File: config.mk
export PLATFORM = sky130hd
export DESIGN_NAME = led_share_arbiter
export DESIGN_NICKNAME = d
export VERILOG_FILES = /design/src/rtl/led_share_arbiter.sv
export SDC_FILE = /design/constraint.sdc
export NUM_CORES = 1
export LEC_CHECK = 0
export ABC_AREA = 1
export CORE_MARGIN = 4
export CORE_UTILIZATION = 41
export CTS_CLUSTER_DIAMETER = 80
export DETAILED_ROUTE_END_ITERATION = 10
export PLACE_DENSITY = 0.69
export SETUP_SLACK_MARGIN = 0.02
export SLEW_MARGIN = 20
export SYNTH_ARGS = -nofsm -noshare
export SYNTH_HDL_FRONTEND = slang
export SYNTH_SLANG_ARGS = --single-unit
File: constraint.sdc
create_clock -name clk -period 2.48 [get_ports clk]
set_input_delay 0.496 -clock clk [delete_from_list [all_inputs] [get_ports clk]]
set_output_delay 0.496 -clock clk [all_outputs]
set_load 0.02 [all_outputs]
File: src/rtl/led_share_arbiter.sv
// led_share_arbiter: time-shares one active-low RGB LED among three pattern
// generators using req/gnt, round-robin fairness, bounded slots and a dark gap
// between owners.
// Optional build macro: LED_ARB_PRIO0_EN gives requester 0 absolute priority.
module led_share_arbiter #(
  parameter int unsigned SLOT_TICKS = 1_200_000,
  parameter int unsigned GAP_TICKS  = 120_000
) (
  input  logic       clk,
  input  logic       rst,
  input  logic [2:0] req,
  input  logic [2:0] color0,
  input  logic [2:0] color1,
  input  logic [2:0] color2,
  output logic [2:0] gnt,
  output logic [2:0] led,
  output logic       busy
);

  localparam int unsigned SLOT_W = $clog2(SLOT_TICKS) + 1;
  localparam int unsigned GAP_W  = $clog2(GAP_TICKS) + 1;
  localparam logic [2:0]  LED_OFF = 3'b111;

  typedef enum logic [1:0] {
    IDLE  = 2'd0,
    GRANT = 2'd1,
    GAP   = 2'd2
  } state_t;

  state_t              state;
  logic [1:0]          last_owner;
  logic [SLOT_W-1:0]   slot_cnt;
  logic [GAP_W-1:0]    gap_cnt;

  logic [1:0]          next1_c;
  logic [1:0]          next2_c;
  logic [1:0]          winner_c;
  logic [2:0]          winner_oh_c;
  logic [2:0]          winner_color_c;
  logic [2:0]          owner_oh_c;
  logic [2:0]          owner_color_c;
  logic                owner_req_c;
  logic                others_req_c;
  logic                slot_end_c;
  logic                prio_preempt_c;

  // Round-robin search order after the last owner, plus owner/winner decode
  always_comb begin
    next1_c        = (last_owner == 2'd2) ? 2'd0 : last_owner + 2'd1;
    next2_c        = (last_owner == 2'd0) ? 2'd2 : last_owner - 2'd1;
    winner_c       = last_owner;
    prio_preempt_c = 1'b0;
    if (req[next1_c]) begin
      winner_c = next1_c;
    end else if (req[next2_c]) begin
      winner_c = next2_c;
    end
`ifdef LED_ARB_PRIO0_EN
    if (req[0]) begin
      winner_c = 2'd0;
    end
    prio_preempt_c = req[0] && (last_owner != 2'd0);
`endif
    winner_oh_c  = 3'b001 << winner_c;
    owner_oh_c   = 3'b001 << last_owner;
    owner_req_c  = |(req & owner_oh_c);
    others_req_c = |(req & ~owner_oh_c);
    slot_end_c   = (slot_cnt == SLOT_W'(SLOT_TICKS - 1));
  end

  // Color mux for the arbitration winner and for the current owner
  always_comb begin
    winner_color_c = LED_OFF;
    owner_color_c  = LED_OFF;
    case (winner_c)
      2'd0:    winner_color_c = color0;
      2'd1:    winner_color_c = color1;
      2'd2:    winner_color_c = color2;
      default: winner_color_c = LED_OFF;
    endcase
    case (last_owner)
      2'd0:    owner_color_c = color0;
      2'd1:    owner_color_c = color1;
      2'd2:    owner_color_c = color2;
      default: owner_color_c = LED_OFF;
    endcase
  end

  // Ownership FSM with registered gnt/led/busy
  always_ff @(posedge clk) begin
    if (rst) begin
      state      <= IDLE;
      gnt        <= 3'b000;
      led        <= LED_OFF;
      busy       <= 1'b0;
      last_owner <= 2'd2;
      slot_cnt   <= '0;
      gap_cnt    <= '0;
    end else begin
      case (state)
        IDLE: begin
          if (|req) begin
            gnt        <= winner_oh_c;
            led        <= winner_color_c;
            last_owner <= winner_c;
            slot_cnt   <= '0;
            busy       <= 1'b1;
            state      <= GRANT;
          end else begin
            gnt  <= 3'b000;
            led  <= LED_OFF;
            busy <= 1'b0;
          end
        end
        GRANT: begin
          led      <= owner_color_c;
          slot_cnt <= slot_cnt + SLOT_W'(1);
          // A drop takes precedence; expiry only yields to a waiting requester
          if (!owner_req_c || prio_preempt_c || (slot_end_c && others_req_c)) begin
            gnt     <= 3'b000;
            led     <= LED_OFF;
            gap_cnt <= '0;
            state   <= GAP;
          end else if (slot_end_c) begin
            slot_cnt <= '0;
          end
        end
        GAP: begin
          gnt <= 3'b000;
          led <= LED_OFF;
          if (gap_cnt == GAP_W'(GAP_TICKS - 1)) begin
            gap_cnt <= '0;
            busy    <= 1'b0;
            state   <= IDLE;
          end else begin
            gap_cnt <= gap_cnt + GAP_W'(1);
          end
        end
        default: begin
          gnt   <= 3'b000;
          led   <= LED_OFF;
          busy  <= 1'b0;
          state <= IDLE;
        end
      endcase
    end
  end

endmodule
Signal wires on met3:
Scale: 4 px per um. Cells faint in the background.
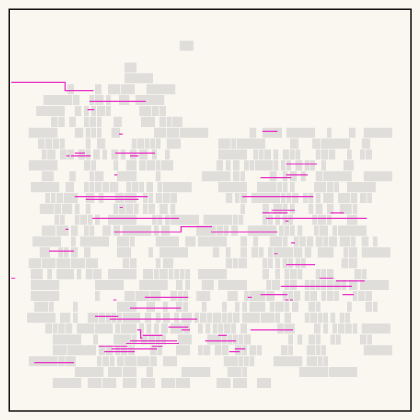
nets with wire on the layer: 46
longest straight run: 24.8 um
main direction: horizontal
wire length on this layer: 434 um
share of all routed wire: 5.0%

Met1 routing:
Scale: 3 px per um. Supply wires on this layer in grey.
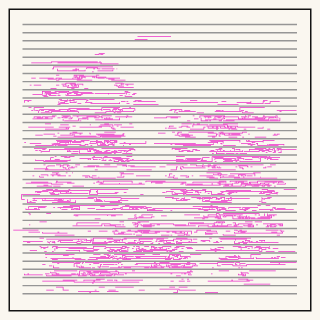
share of all routed wire: 46%
longest straight run: 23.9 um
wire length on this layer: 4020 um
main direction: horizontal
met1 Use GR: 0.235
vias: 3576
Post-Route WL: 8760 um

Cell density map:
Scale: 4 px per um. 10 x 10 tiles, from white (low) to dark blue (high), 0 to 100% covered.
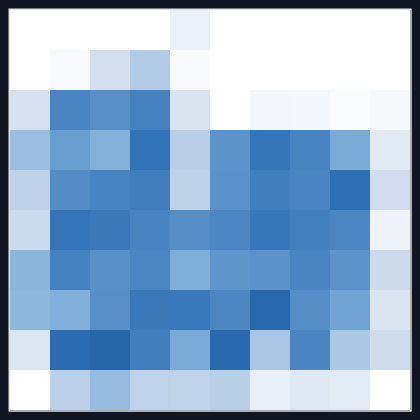
tiles over 75% full: 4.0%
nearly empty tiles: 18%
mean over tiles: 38%
Initial Util: 0.423
core area: 0.00822 mm^2
Final Util: 0.474

==> out/qor.csv <==
stage,metric,value,unit
power_and_ir_drop,worst vdd ir,0.000453,V
worst_setup_path,Worst path slowest cell,dfxtp_1,
layout,nets,576,
global_routing,largest net degree at the start of global routing,23,
routing,DRC viols,0,
yosys,Synth area leader,dfxtp_1,
global_routing,first-pass GRT wire length,15300,um
yosys,ys flop type,dfxtp_1,
global_routing,Tot GR Track Use,0.183,
min_path,hold crit path type,flip-flop to flip-flop,
clocking,H-tree depth,2,
clocking,clk slew on worst S/H paths,0.10,ns
worst_setup_path,reg2reg setup slack,0.38,ns
yosys,yosys stat cell total,536,
worst_setup_path,worst r2r path cells,12,
worst_setup_path,reg-to-reg critical path startpoint,slot_cnt[0],
run,OpenROAD warnings,29,
routing,router iterations before antenna repair,4,
clocking,clock root buffer,clkbuf_8,
die,die area,0.0100,mm^2
yosys,Syn Nets,556,
die,Die Ht,100,um
worst_setup_path,cell repeated most along the worst path,nand2_1,
min_path,Hold Path Sink,gnt[2],
place,GPL Wtd Cong,0.959,
global_routing,met3 Use GR,0.0306,
clocking,worst-skew pair later-pin latency,0.32,ns
yosys,synthesized area per cell,6.48,um^2
worst_setup_path,FF-to-FF End,gap_cnt[17],
routing,Starting DRT DRC Count,211,
outcome,status,"complete, no violations",
worst_setup_path,CP bufs+invs,2,
power_and_ir_drop,power density cells,618,mW/mm^2
timing,Max-slew headroom,0.554,
layout,filler cell count,837,
die,Die W,100,um
yosys,chip area in the Yosys report,0.00347,mm^2
timing,clock skew,0.00924,ns
global_routing,initial antenna violation count,0,
worst_setup_path,Worst setup EP type,flip-flop,
place,I/O Buffers,20,
worst_setup_path,"slowest stage delay, CP",0.40,ns
timing,Worst-Margin Slew,0.669,ns
global_routing,met2 Use GR,0.306,
timing,Final Max-Slew Violation Tally,0,
yosys,Yosys cell types,39,
timing,Final Setup Violations,0,
worst_setup_path,crit path DAT,2.31,ns
worst_setup_path,cell family with most CP delay,simple AND/OR/NAND/NOR gates,
timing,RSZ-0062 raised after global routing,false,
routing,Final ANT Viol Nets,0,
worst_setup_path,crit-path cells,ha_1 > nand3_1 > inv_1 > nand2_1 > inv_1 > nand3_2 > nand2_4 > nand2_4 > nand2_2 > nand2_1 > nand2_1 > nor2_1,
worst_setup_path,critical path launch point type,flip-flop,
yosys,Top cell area share,0.294,
die,Row Count,33,
layout,P&R area growth vs syn,12.0,%
worst_setup_path,crit path kind,flip-flop to flip-flop,
yosys,Synth Warn #,0,
power_and_ir_drop,P_leak,0.00146,uW
worst_setup_path,highest net fanout along the worst path,16,
worst_setup_path,crit path DRT,2.69,ns
timing,Fin Setup TNS,0,ns
min_path,hold wc startpoint,gnt[2],
yosys,sequential fraction of the synthesis area,0.294,
layout,register cell area after layout,0.00102,mm^2
clocking,post_cts resized,0,
yosys,top cells by count,"137 x nand2_1, 67 x nand3_1, 57 x inv_1, 51 x dfxtp_1, 40 x nor2_1",
clocking,total CTS buffers,5,
clocking,post-CTS setup buffer count,0,
timing,worst hold margin,0.470,ns
layout,share of layout cells above drive strength 1,0.113,
timing,Final Hold Vio Count,0,
yosys,number of enable flip-flop cells,0,
layout,comb. cell area,0.00215,mm^2
timing,fmax,476,MHz
global_routing,gr ovfl total,0,
global_routing,vias in the first global route,3365,
routing,DR WL/cell,13.2,um
place,placed wire-length estimate,6580,um
yosys,Post-synth area hogs,"dfxtp_1 29%, nand2_1 15%, nand3_1 9.7%, inv_1 6.2%, a21oi_1 4.8%",
global_routing,GRT Max-Usage Layer,met2,
timing,post-route clock period utilization,0.846,
clocking,clock sinks,51,
yosys,ys async rst share,0,
yosys,Synth Cell Area,0.00347,mm^2
min_path,Hold Path Cell Cnt,2,
layout,antenna cells,0,
routing,vias per cell,5.40,
yosys,ys flops,51,
timing,Final min period,2.10,ns
clocking,CTS Buffer Depth,2,
die,boundary pin count,21,
layout,Final Instance Area,0.00389,mm^2
clocking,hold_buf cts,0,
yosys,Cells after Synth,536,
run,Maximum Capacitance Violations,0,
place,Placed Area,0.00379,mm^2
clocking,CTS tree,yes,
yosys,most common cell in the netlist,nand2_1,
[worst min-delay path: cells and delay by family (launching register included)]
kind / cells / cell delay, ns
DFF: 1 / 0.32
and+or+nand+nor: 1 / 0.06
AOI/OAI and AO/OA: 1 / 0.05
[worst max-delay path by stage]
stage,slack (ns),cells after the start,end,startpoint
after floorplan,0.85,11,gap_cnt[1],slot_cnt[0]
after global placement,0.30,8,slot_cnt[5],req[1]
after detailed placement,0.28,8,slot_cnt[5],req[1]
after CTS,0.38,12,gap_cnt[17],slot_cnt[0]
after global routing,0.24,12,gap_cnt[17],slot_cnt[0]
final,0.38,12,gap_cnt[17],slot_cnt[0]
[layer usage]
metal / share of wire / vias up / wire length [um]
met5: 0 / - / 0
met4: 0.022 / 0 / 193
met3: 0.050 / 20 / 434
met2: 0.47 / 108 / 4110
met1: 0.46 / 1628 / 4020
li1: - / 1820 / -
[power by group]
part           internal (uW)  switching, uW
registers                885           49.1
clock network            228            295
logic                    333            613
total                   1450            958
[area by class of cell]
cell class / count / share of cell area
Clock inverter: 2 / 0.00418
Inverter: 60 / 0.0579
Tap cell: 105 / 0.0338
Timing Repair Buffer: 27 / 0.0682
Multi-Input combinational cell: 411 / 0.552
Clock buffer: 6 / 0.0212
Sequential cell: 51 / 0.262
[layout by cell type, fill, tap and decap left out, drive strengths merged]
cell type | synthesis | routed
xor2 | 6 | 6
a21o | 1 | 1
inv | 60 | 60
clkdlybuf4s50 | 0 | 20
nor3 | 21 | 21
buf | 7 | 7
o211ai | 4 | 4
o31ai | 2 | 2
dfxtp | 51 | 51
and2 | 2 | 2
clkinvlp | 0 | 1
a221oi | 1 | 1
a22o | 2 | 2
o21a | 2 | 2
nand4 | 19 | 19
nand2 | 145 | 145
a31oi | 1 | 1
clkbuf | 7 | 6
nand3 | 78 | 78
clkinv | 0 | 1
o21ai | 19 | 19
a21oi | 44 | 44
nand3b | 6 | 6
xnor2 | 1 | 1
nor2 | 44 | 44
or2 | 7 | 7
ha | 6 | 6
[cell families after synthesis]
group,Yosys count,share of synthesized area
DFF,51,0.294
xor gates and xnor gates,7,0.0177
and+or+nand+nor,322,0.443
AOI/OAI and AO/OA,76,0.136
buffers and inverters,74,0.0872
adders and majority gates,6,0.0216
[flip-flops by register name (all words and copies together), names as in the netlist]
name / cells
slot_cnt: 22
gap_cnt: 18
gnt: 3
led: 3
last_owner: 2
state: 2
busy: 1
[through the flow]
stage	instances	setup slack [ns]	total power [uW]
after detailed placement	654	0.275	1890
final	662	0.381	2400
after CTS	662	0.378	2430
after global placement	654	0.301	1880
after floorplan	536	0.846	1600
after global routing	662	0.238	2580
Power is estimated from default activity; no workload was simulated.
